[src/rtl/fadd_issue_ctrl_if.sv]
// Handshake and datapath bundle between a request producer, the fadd issue
// controller and the result consumer.
interface fadd_issue_ctrl_if #(
    parameter int TAG_W = 5
);
    logic             in_valid;
    logic             in_ready;
    logic             in_sub;
    logic [31:0]      in_a;
    logic [31:0]      in_b;
    logic [TAG_W-1:0] in_tag;
    logic [31:0]      fadd_op1;
    logic [31:0]      fadd_op2;
    logic [31:0]      fadd_result;
    logic             out_valid;
    logic             out_ready;
    logic [31:0]      out_result;
    logic [TAG_W-1:0] out_tag;
    logic             busy;

    modport master (
        output in_valid, in_sub, in_a, in_b, in_tag, fadd_result, out_ready,
        input  in_ready, fadd_op1, fadd_op2, out_valid, out_result, out_tag, busy
    );

    modport slave (
        input  in_valid, in_sub, in_a, in_b, in_tag, fadd_result, out_ready,
        output in_ready, fadd_op1, fadd_op2, out_valid, out_result, out_tag, busy
    );
endinterface

[src/rtl/fadd_issue_ctrl.sv]
// Issue controller for a fixed-latency fadd datapath: registers operands,
// tracks tags alongside the datapath, and buffers results in an in-order FIFO.
// Credit accounting (in flight + buffered < DEPTH) guarantees that a result
// leaving the pipe always finds room, so the datapath is never stalled.
module fadd_issue_ctrl #(
    parameter int DEPTH    = 8,
    parameter int FADD_LAT = 3,
    parameter int TAG_W    = 5
) (
    input  logic              clk,
    input  logic              reset,
    fadd_issue_ctrl_if.slave  bus
);
    localparam int PTR_W = $clog2(DEPTH);
    localparam int CNT_W = PTR_W + 1;
    localparam int INF_W = $clog2(FADD_LAT + 2);
    localparam int SUM_W = ((CNT_W > INF_W) ? CNT_W : INF_W) + 1;

    logic [31:0]      op1_r;
    logic [31:0]      op2_r;
    logic [FADD_LAT:0] pipe_valid_r;
    logic [TAG_W-1:0] pipe_tag_r [FADD_LAT+1];
    logic [31:0]      res_mem_r [DEPTH];
    logic [TAG_W-1:0] tag_mem_r [DEPTH];
    logic [PTR_W-1:0] wr_ptr_r;
    logic [PTR_W-1:0] rd_ptr_r;
    logic [CNT_W-1:0] fifo_count_r;
    logic [CNT_W-1:0] fifo_count_next_s;
    logic [INF_W-1:0] inflight_r;
    logic [INF_W-1:0] inflight_next_s;
    logic [SUM_W-1:0] total_s;
    logic             in_ready_s;
    logic             out_valid_s;
    logic             accept_s;
    logic             push_s;
    logic             pop_s;

    // Outstanding work seen by the credit check; pops in this cycle earn no credit.
    assign total_s     = SUM_W'(inflight_r) + SUM_W'(fifo_count_r);
    assign in_ready_s  = !reset && (total_s < SUM_W'(DEPTH));
    assign out_valid_s = !reset && (fifo_count_r != CNT_W'(0));
    assign accept_s    = bus.in_valid && in_ready_s;
    assign push_s      = pipe_valid_r[FADD_LAT];
    assign pop_s       = out_valid_s && bus.out_ready;

    assign bus.in_ready   = in_ready_s;
    assign bus.out_valid  = out_valid_s;
    assign bus.out_result = res_mem_r[rd_ptr_r];
    assign bus.out_tag    = tag_mem_r[rd_ptr_r];
    assign bus.fadd_op1   = op1_r;
    assign bus.fadd_op2   = op2_r;
    assign bus.busy       = !reset && ((inflight_r != INF_W'(0)) || (fifo_count_r != CNT_W'(0)));

    // Operand register: subtraction is issued as an add with b's sign flipped.
    always_ff @(posedge clk) begin
        if (reset) begin
            op1_r <= 32'd0;
            op2_r <= 32'd0;
        end else if (accept_s) begin
            op1_r <= bus.in_a;
            op2_r <= {bus.in_b[31] ^ bus.in_sub, bus.in_b[30:0]};
        end else begin
            op1_r <= 32'd0;
            op2_r <= 32'd0;
        end
    end

    // Valid shift pipe mirroring the datapath: issue stage plus FADD_LAT stages.
    always_ff @(posedge clk) begin
        if (reset) begin
            pipe_valid_r <= '0;
        end else begin
            pipe_valid_r <= {pipe_valid_r[FADD_LAT-1:0], accept_s};
        end
    end

    // Tag shift pipe; tags are only meaningful where the matching valid is set.
    always_ff @(posedge clk) begin
        pipe_tag_r[0] <= bus.in_tag;
        for (int i = 1; i <= FADD_LAT; i++) begin
            pipe_tag_r[i] <= pipe_tag_r[i-1];
        end
    end

    // Result storage, written when a tracked result leaves the pipe.
    always_ff @(posedge clk) begin
        if (push_s) begin
            res_mem_r[wr_ptr_r] <= bus.fadd_result;
            tag_mem_r[wr_ptr_r] <= pipe_tag_r[FADD_LAT];
        end
    end

    // Next FIFO occupancy; a simultaneous push and pop leaves it unchanged.
    always_comb begin
        fifo_count_next_s = fifo_count_r;
        case ({push_s, pop_s})
            2'b10:   fifo_count_next_s = fifo_count_r + CNT_W'(1);
            2'b01:   fifo_count_next_s = fifo_count_r - CNT_W'(1);
            default: fifo_count_next_s = fifo_count_r;
        endcase
    end

    // Next in-flight count: +1 on acceptance, -1 as a result enters the FIFO.
    always_comb begin
        inflight_next_s = inflight_r;
        case ({accept_s, push_s})
            2'b10:   inflight_next_s = inflight_r + INF_W'(1);
            2'b01:   inflight_next_s = inflight_r - INF_W'(1);
            default: inflight_next_s = inflight_r;
        endcase
    end

    // Pointers wrap naturally because DEPTH is a power of two.
    always_ff @(posedge clk) begin
        if (reset) begin
            wr_ptr_r     <= '0;
            rd_ptr_r     <= '0;
            fifo_count_r <= '0;
            inflight_r   <= '0;
        end else begin
            if (push_s) begin
                wr_ptr_r <= wr_ptr_r + PTR_W'(1);
            end
            if (pop_s) begin
                rd_ptr_r <= rd_ptr_r + PTR_W'(1);
            end
            fifo_count_r <= fifo_count_next_s;
            inflight_r   <= inflight_next_s;
        end
    end
endmodule

[src/flat_wrapper.sv]
// flat-port wrapper written by rule: the top's interface ports become plain ports
module fadd_issue_ctrl_flat 
#(
    parameter int DEPTH    = 8,
    parameter int FADD_LAT = 3,
    parameter int TAG_W    = 5
)
  (clk, reset, bus_in_valid, bus_in_sub, bus_in_a, bus_in_b, bus_in_tag, bus_fadd_result, bus_out_ready, bus_in_ready, bus_fadd_op1, bus_fadd_op2, bus_out_valid, bus_out_result, bus_out_tag, bus_busy);
  fadd_issue_ctrl_if #(.TAG_W(TAG_W)) bus_i ();
  input  logic clk;
  input  logic reset;
  input wire logic [$bits(bus_i.in_valid)-1:0] bus_in_valid;
  input wire logic [$bits(bus_i.in_sub)-1:0] bus_in_sub;
  input wire logic [$bits(bus_i.in_a)-1:0] bus_in_a;
  input wire logic [$bits(bus_i.in_b)-1:0] bus_in_b;
  input wire logic [$bits(bus_i.in_tag)-1:0] bus_in_tag;
  input wire logic [$bits(bus_i.fadd_result)-1:0] bus_fadd_result;
  input wire logic [$bits(bus_i.out_ready)-1:0] bus_out_ready;
  output wire logic [$bits(bus_i.in_ready)-1:0] bus_in_ready;
  output wire logic [$bits(bus_i.fadd_op1)-1:0] bus_fadd_op1;
  output wire logic [$bits(bus_i.fadd_op2)-1:0] bus_fadd_op2;
  output wire logic [$bits(bus_i.out_valid)-1:0] bus_out_valid;
  output wire logic [$bits(bus_i.out_result)-1:0] bus_out_result;
  output wire logic [$bits(bus_i.out_tag)-1:0] bus_out_tag;
  output wire logic [$bits(bus_i.busy)-1:0] bus_busy;
  assign bus_i.in_valid = bus_in_valid;
  assign bus_i.in_sub = bus_in_sub;
  assign bus_i.in_a = bus_in_a;
  assign bus_i.in_b = bus_in_b;
  assign bus_i.in_tag = bus_in_tag;
  assign bus_i.fadd_result = bus_fadd_result;
  assign bus_i.out_ready = bus_out_ready;
  assign bus_in_ready = bus_i.in_ready;
  assign bus_fadd_op1 = bus_i.fadd_op1;
  assign bus_fadd_op2 = bus_i.fadd_op2;
  assign bus_out_valid = bus_i.out_valid;
  assign bus_out_result = bus_i.out_result;
  assign bus_out_tag = bus_i.out_tag;
  assign bus_busy = bus_i.busy;
  fadd_issue_ctrl #(.DEPTH(DEPTH), .FADD_LAT(FADD_LAT), .TAG_W(TAG_W)) u_core (.clk(clk), .reset(reset), .bus(bus_i));
endmodule
[config.mk]
export PLATFORM = sky130hd
export DESIGN_NAME = fadd_issue_ctrl_flat
export DESIGN_NICKNAME = d
export VERILOG_FILES = /design/src/rtl/fadd_issue_ctrl_if.sv /design/src/rtl/fadd_issue_ctrl.sv /design/src/flat_wrapper.sv
export SDC_FILE = /design/constraint.sdc
export NUM_CORES = 1
export LEC_CHECK = 0
export CAP_MARGIN = 30
export CORE_UTILIZATION = 40
export CTS_CLUSTER_DIAMETER = 80
export DETAILED_ROUTE_END_ITERATION = 7
export PLACE_DENSITY = 0.73
export SETUP_SLACK_MARGIN = 0.1
export SLEW_MARGIN = 15
export SYNTH_ARGS = -nofsm -noshare
export SYNTH_HDL_FRONTEND = slang
export SYNTH_SLANG_ARGS = --single-unit
export TNS_END_PERCENT = 100
[constraint.sdc]
create_clock -name clk -period 3.6 [get_ports clk]
set_input_delay 0.9 -clock clk [delete_from_list [all_inputs] [get_ports clk]]
set_output_delay 0.9 -clock clk [all_outputs]
set_load 0.02 [all_outputs]
### Routed metal per tile

Scale: 2 px per µm. 38 x 38 tiles, from black (low) to pale yellow (high), scaled to the fullest tile. Values are wire area over tile area, all layers added.
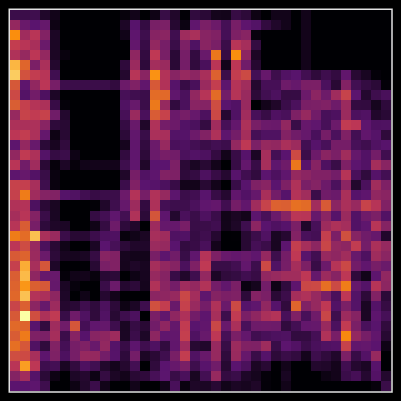
densest ninth of the die: right middle
nearly empty tiles: 16%
fullest tile: 0.54
mean over tiles: 0.13
emptiest ninth of the die: top right
tiles over half the peak: 7.9%

### Sequential cells grouped by signal name

Scale: 2 px per µm. Other sequential cells in the stronger gray, the rest of the logic in the fainter gray.
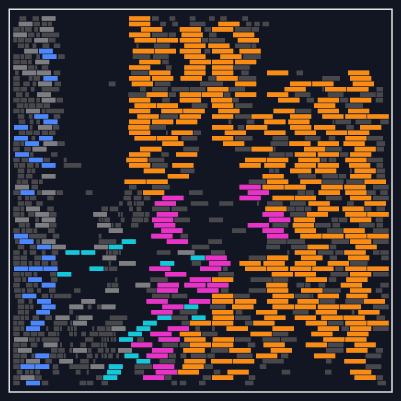
legend:
  cyan:
    signal: `u_core.pipe_tag_r`
    flops: 20
  magenta:
    signal: `u_core.tag_mem_r`
    flops: 40
  blue:
    signal: `u_core.bus.fadd_op1`
    flops: 32
    where: a vertical strip on the left
  orange:
    signal: `u_core.res_mem_r`
    flops: 256

### Drive-strength map

Scale: 2 px per µm.
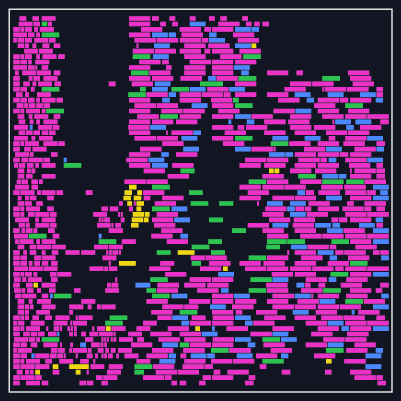
legend:
  blue:
    size: _2 cells
    cells: 122
    most_used: mux4_2
  green:
    size: _6 and larger
    cells: 65
    most_used: clkbuf_16
  yellow:
    size: _3 and _4 cells
    cells: 27
    most_used: buf_4
  magenta:
    size: _0 and _1 cells
    cells: 752
    most_used: edfxtp_1

### The metal 3 layer

Scale: 2 px per µm.
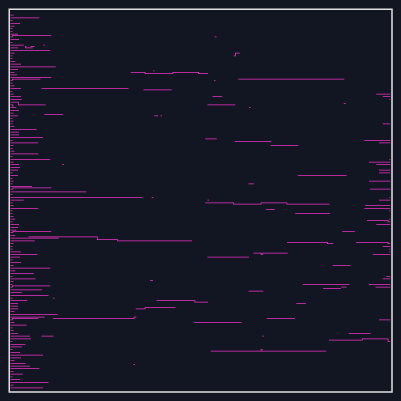
share of all routed wire: 6.6%
wire length on this layer: 1,880 µm
main direction: horizontal
longest straight run: 65.6 µm
nets with wire on the layer: 188

==> out/results.ini <==
[worst_setup_path]
crit_required_ns = 2.70
crit_family = multiplexers
worstPathCellList = buf_4 -> mux4_2 -> mux2_2 -> clkdlybuf4s50_1
r2r_slack_ns = 0.99
slowest_stage = clkdlybuf4s50_1
cp.buffers_inverters = 2
critPathKind = flip-flop to output port
endpoint_kind = output port
r2r_cells = 11
start_kind = flip-flop
r2r-start = u_core.fifo_count_r[1]
slowest_delay_ns = 0.53
crit_fanout = 6
reg2reg_to = u_core.inflight_r[2]
crit_arrival_ns = 2.53

[yosys]
postSynthSeqShare_pct = 77.1
synthCells = 696
top_area_share_pct = 62.5
synth-main-ff-cell = edfxtp_1
synth.avg_cell_area_um2 = 20.4
ys_cells = 696
synth.largest_area_cell = edfxtp_1
yosys_warnings = 0
yosys-stat-area_um2 = 14200
yosysMostFrequentCell = edfxtp_1
topCellsByArea = edfxtp_1 62%, dfxtp_1 15%, mux4_2 12%
ys_top_cells_by_count = 296 x edfxtp_1, 104 x dfxtp_1, 74 x mux4_2
syn_nets = 812
synth_cell_types = 33
syn_area_um2 = 14200
edf_count = 296
ys_async_sr_fraction_pct = 0
ys_ff = 400

[drt]
drc = 0
finalWirelength_um = 28800
met1_length_um = 12000
vias_per_cell = 5.00
drtPass1Iterations = 4
ant_nets = 0
wl_met3_um = 1880
routed-wl-met2_um = 14400
dr.max_layer_used = met4
vias = 7105
dr.first_iter.drc_count = 379
wire_per_inst_um = 20.2

[finish]
final_nets = 1052
layout-drive-gt1-share_pct = 22.2
syn_to_final_growth_pct = 30.0

[final_timing]
fmax_ghz = 0.291
fin_tns_setup_ns = 0
finalCritPeriodShare_pct = 95.3
period_minus_slack_ns = 3.43
rsz0062_at_grt = true
tightest_slew_ns = 0.699
fin_worst_skew_ns = 0.0228
slew_headroom_pct = 53.4
whs_ns = 0.326
slew_violations = 0
hold_violations = 0
final-setup-viol-count = 0

[run]
tool_warnings = 28
cap_violations = 0

[grt]
grt.overflow.total = 0
grt_max_degree = 64
antenna_found_initial = 1
track_usage_pct = 16.0
grt_pass1_wl_um = 43400
grt_pass1_vias = 7631

[floorplan]
die_y_um = 191
core_area_um2 = 34800
die_area_um2 = 36300
ios = 210
placementRows = 68
die_x_um = 191
initCoreUtil_pct = 40.9

[power]
power_density_nw_per_um2 = 515
peakVddDrop_mv = 0.443
power_leakage_nw = 6.42

[hold_path]
min_from = u_core.pipe_tag_r[2][2]
hold_path_end = u_core.pipe_tag_r[3][2]
hold_path_class = flip-flop to flip-flop
hold_depth = 0

[clocking]
clock-sinks = 400
cts_hold_buf = 0
clkTransAtPathRegs_ns = 0.06
tritoncts = built
cts_buffers = 41
cts_htree_levels = 2
cts_buffer_depth = 3
clk_latency_ns = 0.54
root_buffer = clkbuf_16

[placed_design]
place.gp.congestion = 0.776
place_hpwl_um = 16600
port_buffers = 209

[outcome]
status = completed

==> stage by stage <==
stage | area [µm²] | cells | setup slack, ns | total power [mW] | util, %
after floorplan | 14200 | 696 | 0.860 | 5.25 | -
after global placement | 17000 | 1344 | 0.223 | 5.49 | 48.9
after detailed placement | 17000 | 1344 | 0.209 | 5.50 | 48.9
after CTS | 18400 | 1419 | 0.0109 | 9.64 | 52.8
after global routing | 18500 | 1421 | 0.0540 | 9.85 | 53.1
final | 18500 | 1422 | 0.168 | 9.53 | 53.1
==> cell type report <==
cell class	instances	area, µm²
Clock inverter	23	199
Tap cell	455	569
Inverter	8	30.0
Antenna cell	1	2.50
Timing Repair Buffer	234	2490
Sequential cell	400	11000
Multi-Input combinational cell	251	3080
Clock buffer	50	1140
Fill cell	2700	16300
==> how the worst max path moves through the flow <==
stage,startpoint,to,cells after the start
2_1_floorplan,reset,u_core.fifo_count_r[3],7
3_3_place_gp,reset,u_core.fifo_count_r[3],9
3_5_place_dp,reset,u_core.fifo_count_r[3],9
4_1_cts,flip-flop,bus_out_result[9],4
5_1_grt,flip-flop,bus_out_result[8],5
6_report,flip-flop,bus_out_result[30],4
==> registers in the layout (all words and copies together), names as in the netlist, named ones only <==
register,flops
u_core.bus.fadd_op1,32
u_core.rd_ptr_r,3
u_core.res_mem_r,256
u_core.pipe_valid_r,4
u_core.inflight_r,3
u_core.tag_mem_r,40
u_core.fifo_count_r,4
u_core.wr_ptr_r,3
u_core.pipe_tag_r,20
u_core.bus.fadd_op2,32
==> worst reg2reg max path: stages, from the launching register on <==
cell       delay, ns
dfxtp_1         0.41
ha_1            0.26
a31o_2          0.27
a2111oi_4       0.40
and2_4          0.21
inv_2           0.04
ha_1            0.20
inv_1           0.07
fa_1            0.17
xor2_1          0.07
or3_1           0.30
a21oi_1         0.14
==> cells by family after synthesis <==
| logic type | Yosys count | share of synthesized area, % |
|---|---|---|
| AOI/OAI and AO/OA | 13 | 0.660 |
| adders and majority gates | 10 | 0.985 |
| muxes | 113 | 14.8 |
| xor gates and xnor gates | 8 | 0.493 |
| and+or+nand+nor | 107 | 4.25 |
| buffers and inverters | 45 | 1.71 |
| DFF | 400 | 77.1 |
==> metal layers <==
layer  vias up  track usage (%)
li1       3229                -
met4         0             4.74
met1      3585             19.1
met5         -                0
met2       249             28.2
met3        42             4.49
==> cells in the final DEF, fill, tap and decap left out, types with 14 or more instances in the layout <==
cell type	netlist	routed
edfxtp_1	296	296
clkbuf_16	0	44
and3_1	64	64
mux4_2	74	74
dfxtp_1	104	101
mux2_2	37	37
dlygate4sd2_1	0	14
dlymetal6s2s_1	0	21
nor2_1	21	15
clkdlybuf4s50_1	0	174
==> where the power goes <==
part,leakage [nW],total [mW],switching [mW],internal [mW]
combinational,2.23,0.386,0.172,0.214
clock,0.661,4.13,1.66,2.47
sequential,3.52,5.02,0.0225,4.99
==> repair_timing <==
| item | in CTS | in global routing |
|---|---|---|
| setup endpoints to repair | 35 | 23 |
| setup buffers | 1 | 1 |
| pin swaps | 0 | 0 |
| cloned | 1 | 1 |
| endpoints found under the hold margin | 0 | 0 |
| resized | 16 | 23 |
Power figures rest on the tool's default switching activity, not on a simulated workload.
